### config.mk
export PLATFORM = sky130hd
export DESIGN_NAME = alarm_bank_flat
export DESIGN_NICKNAME = d
export VERILOG_FILES = /design/src/rtl/alarm_bank_pkg.sv /design/src/rtl/alarm_bank_if.sv /design/src/rtl/alarm_channel.sv /design/src/rtl/alarm_bank.sv /design/src/flat_wrapper.sv
export SDC_FILE = /design/constraint.sdc
export NUM_CORES = 1
export LEC_CHECK = 0
export CAP_MARGIN = 20
export CELL_PAD_IN_SITES_DETAIL_PLACEMENT = 1
export CELL_PAD_IN_SITES_GLOBAL_PLACEMENT = 1
export CORE_UTILIZATION = 38
export CTS_CLUSTER_SIZE = 14
export DETAILED_ROUTE_END_ITERATION = 8
export PLACE_DENSITY = 0.82
export RECOVER_POWER = 50
export SETUP_SLACK_MARGIN = 0.02
export SYNTH_ARGS = -nofsm -noshare
export SYNTH_HDL_FRONTEND = slang
export SYNTH_SLANG_ARGS = --single-unit
### constraint.sdc
create_clock -name clk_1hz -period 2.6 [get_ports clk_1hz]
set_input_delay 0.39 -clock clk_1hz [delete_from_list [all_inputs] [get_ports clk_1hz]]
set_output_delay 0.39 -clock clk_1hz [all_outputs]
set_load 0.05 [all_outputs]
### src/rtl/alarm_bank_pkg.sv
// Shared definitions for the alarm bank: channel state encoding and a
// width helper used to size the per-channel counters.
package alarm_bank_pkg;

  typedef enum logic [1:0] {
    ALM_IDLE   = 2'd0,
    ALM_RING   = 2'd1,
    ALM_SNOOZE = 2'd2
  } alm_state_e;

  // Number of bits needed to hold values 0..value-1, never less than one.
  function automatic int clog2_min1(input int value);
    int width;
    width = 1;
    for (int i = 1; i < 31; i++) begin
      if ((32'sd1 <<< i) < value) begin
        width = i + 1;
      end else begin
        width = width;
      end
    end
    return width;
  endfunction

endpackage

### src/rtl/alarm_bank_if.sv
// Bus between the alarm bank and its surroundings: the shared seconds
// count, per-channel controls, and per-channel indicator outputs.
interface alarm_bank_if #(
  parameter int N_CH = 4,
  parameter int CW   = 21
);
  logic [CW-1:0]      count;
  logic [N_CH*CW-1:0] alarm_time;
  logic [N_CH-1:0]    alarm_en;
  logic [N_CH-1:0]    stop;
  logic [N_CH-1:0]    snooze;
  logic [N_CH-1:0]    led;
  logic [N_CH-1:0]    ringing;
  logic               any_ring;

  modport master (
    output count, alarm_time, alarm_en, stop, snooze,
    input  led, ringing, any_ring
  );

  modport slave (
    input  count, alarm_time, alarm_en, stop, snooze,
    output led, ringing, any_ring
  );
endinterface

### src/rtl/alarm_channel.sv
// One alarm channel: edge-detected time match, ring/snooze state machine,
// ring and snooze counters, snooze cap and the blinking LED.
module alarm_channel
  import alarm_bank_pkg::*;
#(
  parameter int CW         = 21,
  parameter int RING_LEN   = 60,
  parameter int SNOOZE_LEN = 300,
  parameter int MAX_SNOOZE = 3
) (
  input  logic          clk_1hz,
  input  logic          rst_n,
  input  logic [CW-1:0] count_i,
  input  logic [CW-1:0] alarm_time_i,
  input  logic          alarm_en_i,
  input  logic          stop_i,
  input  logic          snooze_i,
  output logic          led_o,
  output logic          ringing_o,
  output logic          ringing_next_o
);

  localparam int RING_W = clog2_min1(RING_LEN);
  localparam int SNZ_W  = clog2_min1(SNOOZE_LEN);
  localparam int USED_W = clog2_min1(MAX_SNOOZE + 1);

  localparam logic [RING_W-1:0] RING_RELOAD = RING_W'(RING_LEN - 1);
  localparam logic [RING_W-1:0] RING_ONE    = RING_W'(1);
  localparam logic [RING_W-1:0] RING_ZERO   = {RING_W{1'b0}};
  localparam logic [SNZ_W-1:0]  SNZ_RELOAD  = SNZ_W'(SNOOZE_LEN - 1);
  localparam logic [SNZ_W-1:0]  SNZ_ONE     = SNZ_W'(1);
  localparam logic [SNZ_W-1:0]  SNZ_ZERO    = {SNZ_W{1'b0}};
  localparam logic [USED_W-1:0] USED_CAP    = USED_W'(MAX_SNOOZE);
  localparam logic [USED_W-1:0] USED_ONE    = USED_W'(1);
  localparam logic [USED_W-1:0] USED_ZERO   = {USED_W{1'b0}};

  alm_state_e        state_q, state_d;
  logic              led_q, led_d;
  logic              ringing_q, ringing_d;
  logic              match_q;
  logic [RING_W-1:0] ring_cnt_q, ring_cnt_d;
  logic [SNZ_W-1:0]  snz_cnt_q, snz_cnt_d;
  logic [USED_W-1:0] snz_used_q, snz_used_d;
  logic              match_s;
  logic              trigger_s;

  // State, counters, LED and match history advance on each 1 Hz edge.
  always_ff @(posedge clk_1hz or negedge rst_n) begin
    if (!rst_n) begin
      state_q    <= ALM_IDLE;
      led_q      <= 1'b0;
      ringing_q  <= 1'b0;
      match_q    <= 1'b0;
      ring_cnt_q <= RING_ZERO;
      snz_cnt_q  <= SNZ_ZERO;
      snz_used_q <= USED_ZERO;
    end else begin
      state_q    <= state_d;
      led_q      <= led_d;
      ringing_q  <= ringing_d;
      match_q    <= match_s;
      ring_cnt_q <= ring_cnt_d;
      snz_cnt_q  <= snz_cnt_d;
      snz_used_q <= snz_used_d;
    end
  end

  // Next state: disable and stop win, then snooze, then trigger/expiry.
  always_comb begin
    state_d    = state_q;
    led_d      = led_q;
    ring_cnt_d = ring_cnt_q;
    snz_cnt_d  = snz_cnt_q;
    snz_used_d = snz_used_q;
    match_s    = alarm_en_i & (count_i == alarm_time_i);
    // Only the rising edge of a match starts a ring, so a held count is quiet.
    trigger_s  = match_s & ~match_q;

    if (!alarm_en_i || stop_i) begin
      state_d    = ALM_IDLE;
      led_d      = 1'b0;
      snz_used_d = USED_ZERO;
    end else begin
      case (state_q)
        ALM_IDLE: begin
          if (trigger_s) begin
            state_d    = ALM_RING;
            led_d      = 1'b1;
            ring_cnt_d = RING_RELOAD;
          end else begin
            led_d = 1'b0;
          end
        end
        ALM_RING: begin
          if (snooze_i) begin
            if (snz_used_q < USED_CAP) begin
              state_d    = ALM_SNOOZE;
              led_d      = 1'b0;
              snz_cnt_d  = SNZ_RELOAD;
              snz_used_d = snz_used_q + USED_ONE;
            end else begin
              // Snooze budget spent: the request behaves as stop.
              state_d    = ALM_IDLE;
              led_d      = 1'b0;
              snz_used_d = USED_ZERO;
            end
          end else if (ring_cnt_q == RING_ZERO) begin
            state_d    = ALM_IDLE;
            led_d      = 1'b0;
            snz_used_d = USED_ZERO;
          end else begin
            ring_cnt_d = ring_cnt_q - RING_ONE;
            led_d      = ~led_q;
          end
        end
        ALM_SNOOZE: begin
          if (snz_cnt_q == SNZ_ZERO) begin
            state_d    = ALM_RING;
            led_d      = 1'b1;
            ring_cnt_d = RING_RELOAD;
          end else begin
            snz_cnt_d = snz_cnt_q - SNZ_ONE;
            led_d     = 1'b0;
          end
        end
        default: begin
          state_d    = ALM_IDLE;
          led_d      = 1'b0;
          snz_used_d = USED_ZERO;
        end
      endcase
    end

    ringing_d = (state_d == ALM_RING);
  end

  assign led_o          = led_q;
  assign ringing_o      = ringing_q;
  assign ringing_next_o = ringing_d;

endmodule

### src/rtl/alarm_bank.sv
// Multi-channel alarm engine: N_CH independent channels sharing one
// seconds count, plus a registered "any channel ringing" summary.
module alarm_bank
  import alarm_bank_pkg::*;
#(
  parameter int N_CH       = 4,
  parameter int CW         = 21,
  parameter int RING_LEN   = 60,
  parameter int SNOOZE_LEN = 300,
  parameter int MAX_SNOOZE = 3
) (
  input logic         clk_1hz,
  input logic         rst_n,
  alarm_bank_if.slave bus
);

  logic [N_CH-1:0] led_s;
  logic [N_CH-1:0] ringing_s;
  logic [N_CH-1:0] ring_next_s;
  logic            any_ring_q;

  for (genvar g = 0; g < N_CH; g++) begin : g_ch
    alarm_channel #(
      .CW        (CW),
      .RING_LEN  (RING_LEN),
      .SNOOZE_LEN(SNOOZE_LEN),
      .MAX_SNOOZE(MAX_SNOOZE)
    ) u_ch (
      .clk_1hz       (clk_1hz),
      .rst_n         (rst_n),
      .count_i       (bus.count),
      .alarm_time_i  (bus.alarm_time[g*CW +: CW]),
      .alarm_en_i    (bus.alarm_en[g]),
      .stop_i        (bus.stop[g]),
      .snooze_i      (bus.snooze[g]),
      .led_o         (led_s[g]),
      .ringing_o     (ringing_s[g]),
      .ringing_next_o(ring_next_s[g])
    );
  end

  // Summary flag built from next-state ringing so it lines up with ringing.
  always_ff @(posedge clk_1hz or negedge rst_n) begin
    if (!rst_n) begin
      any_ring_q <= 1'b0;
    end else begin
      any_ring_q <= |ring_next_s;
    end
  end

  assign bus.led      = led_s;
  assign bus.ringing  = ringing_s;
  assign bus.any_ring = any_ring_q;

endmodule
### src/flat_wrapper.sv
// flat-port wrapper written by rule: the top's interface ports become plain ports
module alarm_bank_flat import alarm_bank_pkg::*;
#(
  parameter int N_CH       = 4,
  parameter int CW         = 21,
  parameter int RING_LEN   = 60,
  parameter int SNOOZE_LEN = 300,
  parameter int MAX_SNOOZE = 3
)
  (clk_1hz, rst_n, bus_count, bus_alarm_time, bus_alarm_en, bus_stop, bus_snooze, bus_led, bus_ringing, bus_any_ring);
  alarm_bank_if #(.N_CH(N_CH), .CW(CW)) bus_i ();
  input logic clk_1hz;
  input logic rst_n;
  input wire logic [$bits(bus_i.count)-1:0] bus_count;
  input wire logic [$bits(bus_i.alarm_time)-1:0] bus_alarm_time;
  input wire logic [$bits(bus_i.alarm_en)-1:0] bus_alarm_en;
  input wire logic [$bits(bus_i.stop)-1:0] bus_stop;
  input wire logic [$bits(bus_i.snooze)-1:0] bus_snooze;
  output wire logic [$bits(bus_i.led)-1:0] bus_led;
  output wire logic [$bits(bus_i.ringing)-1:0] bus_ringing;
  output wire logic [$bits(bus_i.any_ring)-1:0] bus_any_ring;
  assign bus_i.count = bus_count;
  assign bus_i.alarm_time = bus_alarm_time;
  assign bus_i.alarm_en = bus_alarm_en;
  assign bus_i.stop = bus_stop;
  assign bus_i.snooze = bus_snooze;
  assign bus_led = bus_i.led;
  assign bus_ringing = bus_i.ringing;
  assign bus_any_ring = bus_i.any_ring;
  alarm_bank #(.N_CH(N_CH), .CW(CW), .RING_LEN(RING_LEN), .SNOOZE_LEN(SNOOZE_LEN), .MAX_SNOOZE(MAX_SNOOZE)) u_core (.clk_1hz(clk_1hz), .rst_n(rst_n), .bus(bus_i));
endmodule
### Congestion heat map

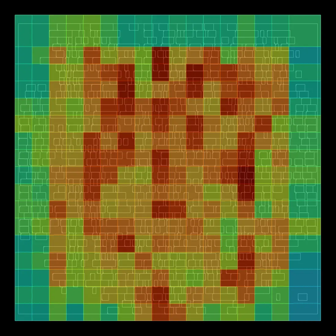
end-of-flow core utilization: 56.0%
grt peak-use layer: met2
Global Route Usage Sum: 26.8%

### Cell classes on the final placement

Scale bar: 20 um. Fill, decap, tap and diode cells in grey.
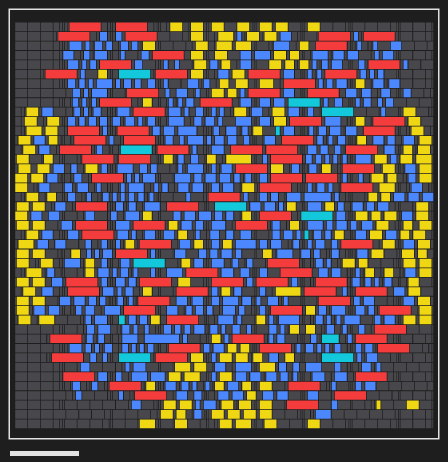
[remaining logic cells] blue | cells: 497
[remaining buffers and delay cells] yellow | cells: 194
[registers] red | cells: 89
[clock drivers and dummy loads] cyan | cells: 13
Seq/total area: 28.2%
# rows: 43
core area: 14100 um2
post-route cell area: 7900 um2

### Local utilization

The die is cut into 12 by 12 equal tiles; white is low, dark blue is high, 0 to 100% covered.
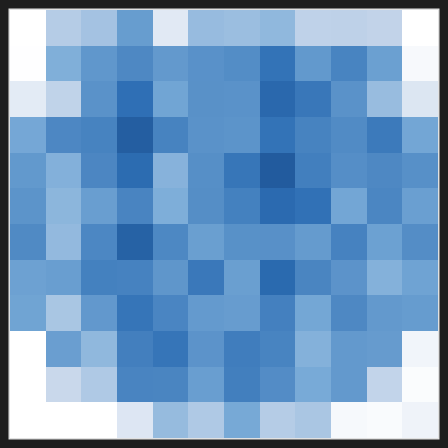
nearly empty tiles: 5.6%
tiles over 75% full: 4.9%
mean over tiles: 51%
fullest tile: 83%

[path summary, 6_finish.rpt]
path / endpoint / slack (ps) / from
max in group asynchronous: u_core.g_ch[3].u_ch.snz_used_q[1] / 390 / rst_n
min in group asynchronous: u_core.g_ch[0].u_ch.ring_cnt_q[2] / 990 / rst_n
hold reg to reg: u_core.g_ch[2].u_ch.led_o / 450 / u_core.g_ch[2].u_ch.led_o
setup / recovery: u_core.g_ch[2].u_ch.ring_cnt_q[2] / 90 / bus_count[19]
hold / removal: u_core.g_ch[2].u_ch.led_o / 450 / u_core.g_ch[2].u_ch.led_o
setup reg to reg: u_core.g_ch[0].u_ch.ring_cnt_q[1] / 180 / u_core.g_ch[0].u_ch.ring_cnt_q[0]
[layout make-up]
type | instances | area, um2 | area share (%)
Tap cell | 180 | 225 | 2.85
Timing Repair Buffer | 194 | 1830 | 23.2
Inverter | 32 | 120 | 1.52
Multi-Input combinational cell | 465 | 3240 | 41.0
Clock inverter | 1 | 5.00 | 0.0634
Sequential cell | 89 | 2230 | 28.2
Clock buffer | 12 | 246 | 3.12
[stage by stage]
step | total power (uW) | setup slack, ps | std cells
floorplan | 1760 | 326 | 601
global placement | 2170 | -449 | 957
detailed placement | 2210 | -518 | 957
CTS | 3390 | 5.48 | 971
global route | 3520 | 23.0 | 973
finish | 3390 | 91.2 | 973
[cell usage after synthesis (all sizes together) (5+ instances only)]
library cell | instances | share of area, %
a21o | 6 | 0.81
a21oi | 30 | 2.7
a31oi | 13 | 1.7
a32o | 6 | 1.1
a32oi | 5 | 0.78
and2 | 5 | 0.56
buf | 9 | 1.2
clkbuf | 6 | 0.40
dfrtp | 89 | 40
ha | 16 | 3.6
inv | 32 | 2.2
nand2 | 36 | 2.5
nand2b | 20 | 2.2
nand3 | 10 | 0.90
nand4 | 12 | 1.3
nor2 | 52 | 3.5
nor2b | 13 | 1.5
nor3 | 21 | 1.9
nor3b | 5 | 0.67
nor4 | 25 | 2.8
o21a | 7 | 0.94
o21ai | 26 | 2.3
o31ai | 6 | 0.81
o41ai | 5 | 0.78
or3 | 6 | 0.67
or4 | 5 | 0.74
xnor2 | 21 | 3.3
xor2 | 67 | 11
[kinds of logic (layout without fill, tap and decap cells)]
group / after synthesis / in the layout / synth area share, %
AND/OR/NAND/NOR: 227 / 227 / 21.8
AND-OR/OR-AND: 128 / 128 / 15.9
flip-flops: 89 / 89 / 39.9
XOR/XNOR: 88 / 88 / 13.8
buffers and inverters: 47 / 239 / 3.72
adder cells (fa/ha/maj): 16 / 16 / 3.59
multiplexers: 6 / 6 / 1.23
[state kept, by name, summed over array words and instances, names as in the netlist]
register,cells
u_core.g_ch.u_ch.ring_cnt_q,24
u_core.g_ch.u_ch.match_q,4
u_core.g_ch.u_ch.snz_cnt_q,36
u_core.g_ch.u_ch.ringing_o,4
u_core.g_ch.u_ch.state_q,8
u_core.g_ch.u_ch.led_o,4
u_core.g_ch.u_ch.snz_used_q,8
u_core.bus.any_ring,1
[worst register-to-register path, cell delays in order (launching register included)]
cell	delay (ps)
dfrtp_1	410
inv_1	80
ha_1	170
or3b_2	480
o311a_1	410
nand2b_1	220
o211ai_2	170
mux2_2	370
==> impl_metrics.env <==
# source this file to load flow results
export IMPL_status="finished, violations left"
export IMPL_violations="max-capacitance violations, max-slew violations"
export IMPL_synthCells=601
export IMPL_syn_nets=736
export IMPL_wl_met3_um=970
export IMPL_synthToLayoutAreaGrowth_pct=41.5
export IMPL_slew_violations=27
export IMPL_hold_depth=1
export IMPL_critPathMaxFanout=8
export IMPL_wl_met2_um=10000
export IMPL_crit_required_ps=2840
export IMPL_grt_pass1_vias=5897
export IMPL_viasPerCell=5.61
export IMPL_grt_pass1_wl_um=30500
export IMPL_synth_seq_cells=89
export IMPL_fp_utilization_pct=39.6
export IMPL_gp_congestion=0.923
export IMPL_first_pass_iters=4
export IMPL_vias=5456
export IMPL_placed_area_um2=7490
export IMPL_diodes=0
export IMPL_syn_area_um2=5580
export IMPL_peakVddDrop_mv=0.340
export IMPL_pg_seq_uw=1480
export IMPL_pg_comb_uw=733
export IMPL_grtUsageMet2_pct=47.6
export IMPL_cp_cell_sequence="clkdlybuf4s50_1, buf_4, xor2_1, nor4_2, nand4_1, o41ai_4, o211ai_1, buf_4, o21ba_2"
export IMPL_critPathArrivalTime_ps=2750
export IMPL_drv_cap=1
Power is estimated from default activity; no workload was simulated.
